Local utilization:
Scale: 2 px per um. The die is cut into 16 by 16 equal tiles; dark blue is low, red is high, 0 to 100% covered.
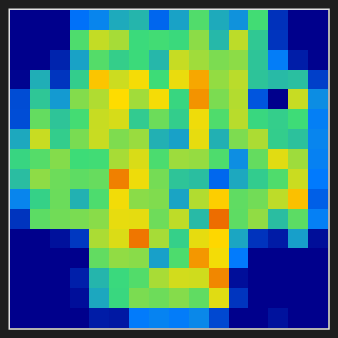
Met1 routing:
Scale: 4 px per um. Supply wires on this layer in grey. Cells faint in the background.
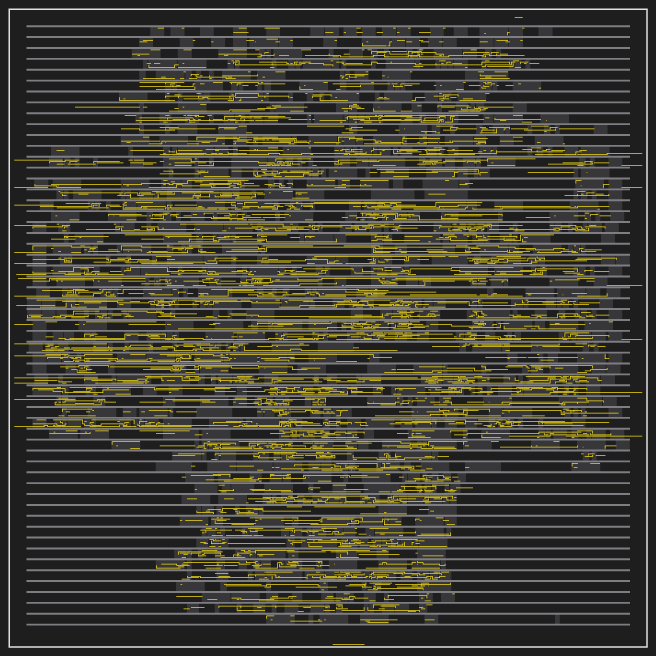
Cells by drive strength:
Scale: 2 px per um.
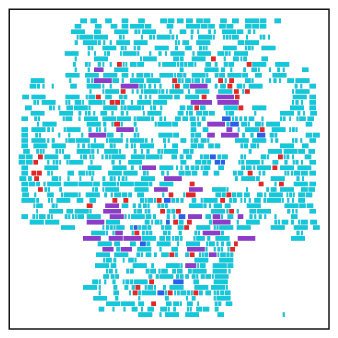
Placement view:
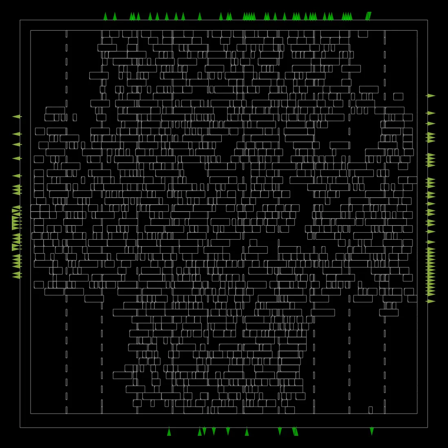
Wires at chosen ports, followed through buffers:
Scale: 2 px per um.
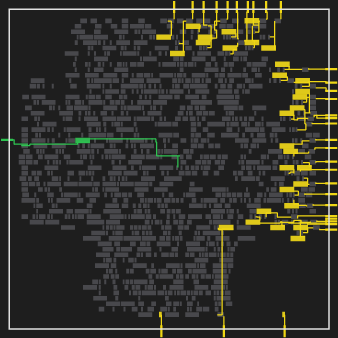
==> config.mk <==
export PLATFORM = sky130hd
export DESIGN_NAME = program_loader_flat
export DESIGN_NICKNAME = d
export VERILOG_FILES = /design/src/rtl/program_loader_if.sv /design/src/rtl/program_loader.sv /design/src/flat_wrapper.sv
export SDC_FILE = /design/constraint.sdc
export NUM_CORES = 1
export LEC_CHECK = 0
export ABC_AREA = 0
export CAP_MARGIN = 20
export CORE_MARGIN = 4
export CORE_UTILIZATION = 35
export CTS_BUF_LIST = sky130_fd_sc_hd__clkbuf_4 sky130_fd_sc_hd__clkbuf_8 sky130_fd_sc_hd__clkbuf_16
export DETAILED_ROUTE_END_ITERATION = 7
export MAX_ROUTING_LAYER = met4
export SLEW_MARGIN = 20
export SYNTH_ARGS = -nofsm -noshare
export SYNTH_HDL_FRONTEND = slang
export SYNTH_SLANG_ARGS = --single-unit
==> constraint.sdc <==
create_clock -name clk -period 2.5 [get_ports clk]
set_clock_uncertainty 0.05 [all_clocks]
set_input_delay 0.375 -clock clk [delete_from_list [all_inputs] [get_ports clk]]
set_output_delay 0.375 -clock clk [all_outputs]
set_load 0.03 [all_outputs]
==> src/rtl/program_loader_if.sv <==
// Boot-loader bus: UART byte stream in, instruction-memory write port and status out.
// The loader is the slave; the host side (UART receiver plus core control) is the master.
interface program_loader_if;
   logic        start;
   logic [7:0]  rx_data;
   logic        rx_valid;
   logic        wr_en;
   logic [31:0] wr_addr;
   logic [31:0] wr_data;
   logic        busy;
   logic        done;
   logic        error;
   logic [31:0] words_loaded;

   modport master (
      output start, rx_data, rx_valid,
      input  wr_en, wr_addr, wr_data, busy, done, error, words_loaded
   );

   modport slave (
      input  start, rx_data, rx_valid,
      output wr_en, wr_addr, wr_data, busy, done, error, words_loaded
   );
endinterface

==> src/rtl/program_loader.sv <==
// Boot-time program receiver: length-prefixed little-endian byte stream -> 32-bit imem writes.
// Oversized counts and stalled transfers end in a sticky error state instead of hanging.
module program_loader #(
   parameter logic [31:0] ADDR_BASE      = 32'h0000_0000,
   parameter int unsigned MAX_WORDS      = 16384,
   parameter int unsigned TIMEOUT_CYCLES = 1_000_000
) (
   input logic             clk,
   input logic             rstn,
   program_loader_if.slave bus
);
   typedef enum logic [2:0] {IDLE, HDR, DATA, DONE, ERR} state_t;

   state_t      state;
   logic [1:0]  byte_cnt;
   logic [23:0] shift;
   logic [31:0] count;
   logic [31:0] tcnt;
   logic [31:0] full_word;
   logic        wr_en;
   logic [31:0] wr_addr;
   logic [31:0] wr_data;
   logic        busy;
   logic        done;
   logic        error;
   logic [31:0] words_loaded;

   // shift holds the three earlier bytes; the incoming byte completes the word
   assign full_word = {bus.rx_data, shift};

   always_ff @(posedge clk) begin
      if (!rstn) begin
         state        <= IDLE;
         byte_cnt     <= 2'd0;
         shift        <= 24'd0;
         count        <= 32'd0;
         tcnt         <= 32'd0;
         wr_en        <= 1'b0;
         wr_addr      <= 32'd0;
         wr_data      <= 32'd0;
         busy         <= 1'b0;
         done         <= 1'b0;
         error        <= 1'b0;
         words_loaded <= 32'd0;
      end else begin
         wr_en <= 1'b0;
         case (state)
            IDLE: begin
               if (bus.start) begin
                  state    <= HDR;
                  busy     <= 1'b1;
                  byte_cnt <= 2'd0;
                  tcnt     <= 32'd0;
               end
            end
            HDR, DATA: begin
               if (bus.rx_valid) begin
                  tcnt     <= 32'd0;
                  byte_cnt <= byte_cnt + 2'd1;
                  shift    <= {bus.rx_data, shift[23:8]};
                  if (byte_cnt == 2'd3) begin
                     if (state == HDR) begin
                        count <= full_word;
                        if (full_word == 32'd0) begin
                           state <= DONE;
                           busy  <= 1'b0;
                           done  <= 1'b1;
                        end else if (full_word > 32'(MAX_WORDS)) begin
                           state <= ERR;
                           busy  <= 1'b0;
                           error <= 1'b1;
                        end else begin
                           state <= DATA;
                        end
                     end else begin
                        wr_en        <= 1'b1;
                        wr_data      <= full_word;
                        wr_addr      <= ADDR_BASE + (words_loaded << 2);
                        words_loaded <= words_loaded + 32'd1;
                     end
                  end
               end else if (tcnt == 32'(TIMEOUT_CYCLES - 1)) begin
                  state <= ERR;
                  busy  <= 1'b0;
                  error <= 1'b1;
               end else begin
                  tcnt <= tcnt + 32'd1;
               end
               // words_loaded already reflects the write on the wr_en cycle, so done lands one later
               if (state == DATA && wr_en && words_loaded == count) begin
                  state <= DONE;
                  busy  <= 1'b0;
                  error <= 1'b0;
                  done  <= 1'b1;
               end
            end
            DONE: begin
               done <= 1'b1;
            end
            ERR: begin
               error <= 1'b1;
            end
            default: begin
               state <= IDLE;
               busy  <= 1'b0;
            end
         endcase
      end
   end

   assign bus.wr_en        = wr_en;
   assign bus.wr_addr      = wr_addr;
   assign bus.wr_data      = wr_data;
   assign bus.busy         = busy;
   assign bus.done         = done;
   assign bus.error        = error;
   assign bus.words_loaded = words_loaded;
endmodule

==> src/flat_wrapper.sv <==
// flat-port wrapper written by rule: the top's interface ports become plain ports
module program_loader_flat 
#(
   parameter logic [31:0] ADDR_BASE      = 32'h0000_0000,
   parameter int unsigned MAX_WORDS      = 16384,
   parameter int unsigned TIMEOUT_CYCLES = 1_000_000
)
  (clk, rstn, bus_start, bus_rx_data, bus_rx_valid, bus_wr_en, bus_wr_addr, bus_wr_data, bus_busy, bus_done, bus_error, bus_words_loaded);
  program_loader_if bus_i ();
  input logic clk;
  input logic rstn;
  input wire logic [$bits(bus_i.start)-1:0] bus_start;
  input wire logic [$bits(bus_i.rx_data)-1:0] bus_rx_data;
  input wire logic [$bits(bus_i.rx_valid)-1:0] bus_rx_valid;
  output wire logic [$bits(bus_i.wr_en)-1:0] bus_wr_en;
  output wire logic [$bits(bus_i.wr_addr)-1:0] bus_wr_addr;
  output wire logic [$bits(bus_i.wr_data)-1:0] bus_wr_data;
  output wire logic [$bits(bus_i.busy)-1:0] bus_busy;
  output wire logic [$bits(bus_i.done)-1:0] bus_done;
  output wire logic [$bits(bus_i.error)-1:0] bus_error;
  output wire logic [$bits(bus_i.words_loaded)-1:0] bus_words_loaded;
  assign bus_i.start = bus_start;
  assign bus_i.rx_data = bus_rx_data;
  assign bus_i.rx_valid = bus_rx_valid;
  assign bus_wr_en = bus_i.wr_en;
  assign bus_wr_addr = bus_i.wr_addr;
  assign bus_wr_data = bus_i.wr_data;
  assign bus_busy = bus_i.busy;
  assign bus_done = bus_i.done;
  assign bus_error = bus_i.error;
  assign bus_words_loaded = bus_i.words_loaded;
  program_loader #(.ADDR_BASE(ADDR_BASE), .MAX_WORDS(MAX_WORDS), .TIMEOUT_CYCLES(TIMEOUT_CYCLES)) u_core (.clk(clk), .rstn(rstn), .bus(bus_i));
endmodule
==> out/notes.md <==
The flow ran to the end, and the final reports show no timing, DRC or antenna violations. In this run the cell area measured after placement is 9760 um^2. The power report lists the combinational group at 0.257 mW. With the count of yosys warnings during synthesis at 0, the tally of OpenROAD warnings is 26.

The placement report lists the number of port buffers as 109. The slowest stage of the critical path belongs to the cell sky130_fd_sc_hd__or4b_1. In the post-route analysis, the smallest setup slack over all paths is 0.194 ns.

The total global routing overflow was 0; the hold buffer count at CTS was 0. The flow reports that combinational logic draws 4.1% of the design power. The report gives the cell count of the worst hold path as 2. STA puts the critical path data required time at 2.77 ns. Kind of cell with the highest combined delay on the critical path: simple AND/OR/NAND/NOR gates. STA classifies the critical path startpoint as a flip-flop.

For the yosys synthesis chip area, the log shows 7990 um^2. The finished layout reports a core utilization of 46.0%. The floorplan die width was 159 um; the number of DRC markers after the initial detailed-route iteration was 418.

The most common cell in the synthesized netlist was sky130_fd_sc_hd__nand2_1. For this block, the routed nets add up to 21.8 mm of wire. The power consumed by sequential cells was 3.08 mW. The tools report the endpoint of the lowest-slack register-to-register path as u_core.tcnt[20]$_SDFFE_PN0P_.

Across every metal layer, demand over resource in global routing totals 17.7%. Counting flops with a built-in enable in the synthesized netlist gives 0. The transition time of the tightest slew-check pin works out to 0.667 ns. Headroom to the max-slew limit came out at 55.5%. The detailed router reports a met2 wire length of 9.49 mm.

Before antenna repair, the detailed router went through 5 iterations. The sum of negative setup slack was 0 ns. TritonCTS built the clock tree.

Library cell occupying the most area in the post-synthesis netlist: sky130_fd_sc_hd__dfxtp_1. The final timing report counts setup violations totalling 0. According to the finish report, the design has a final net count of 1121. The tools report the number of different library cells in the post-synthesis netlist as 50.

STA lists the maximum fanout along the critical path as 13. The logs give 975 for the synthesized instance count and 1372 for the number of placed instances with taps included. The beginning of the worst register-to-register path is u_core.tcnt[15]$_SDFFE_PN0P_.

Dominant kind of combinational cell: simple AND/OR/NAND/NOR gates. The run gives 4.99 for the number of vias per cell. The type recorded for the worst min-delay path is reg -> reg. The tools report the achievable clock frequency as 0.434 GHz.
Back to the opening pictures, 'local utilization':
fullest tile: 88%
tiles over 75% full: 4.3%
emptiest ninth of the die: south-east

Back to the opening pictures, 'met1 routing':
nets with wire on the layer: 1027
main direction: horizontal
longest straight run: 39.8 um

Back to the opening pictures, 'cells by drive strength':
[drive 6 and up] purple | cells: 36 | share: 3.2%
[drive 2] blue | cells: 13 | share: 1.2%
[drive 1 or less] cyan | cells: 1013 | share: 91%
[drive 3 to 4] red | cells: 57 | share: 5.1%

Back to the opening pictures, 'placement view':
tap cell count: 285
std cell rows: 55
post-route non-filler standard cell count: 1405

Back to the opening pictures, 'wires at chosen ports, followed through buffers':
[bus_wr_addr] yellow | bits: 32 | direction: output | end cells: 32 | buffers: 30 | wire: 633 um
[bus_wr_en] green | bits: 1 | direction: output | end cells: 1 | buffers: 1 | wire: 106 um

## layout make-up
cell class / instances / area, um^2
fillers: 2249 / 12200
multi-input cells: 725 / 3940
flip-flops and latches: 191 / 3820
repair buffers: 168 / 1620
clock buffers: 18 / 439
well taps: 285 / 357
clock inverters: 14 / 196
inverters: 3 / 13.8
diodes: 1 / 2.50
## sequential cells by signal, summed over array words and instances (netlist names)
register / cells
u_core.bus.words_loaded: 32
u_core.bus.wr_data: 32
u_core.count: 32
u_core.tcnt: 32
u_core.bus.wr_addr: 30
u_core.shift: 24
u_core.state: 3
u_core.byte_cnt: 2
u_core.bus.busy: 1
u_core.bus.done: 1
u_core.bus.error: 1
u_core.bus.wr_en: 1
Power figures rest on the tool's default switching activity, not on a simulated workload.
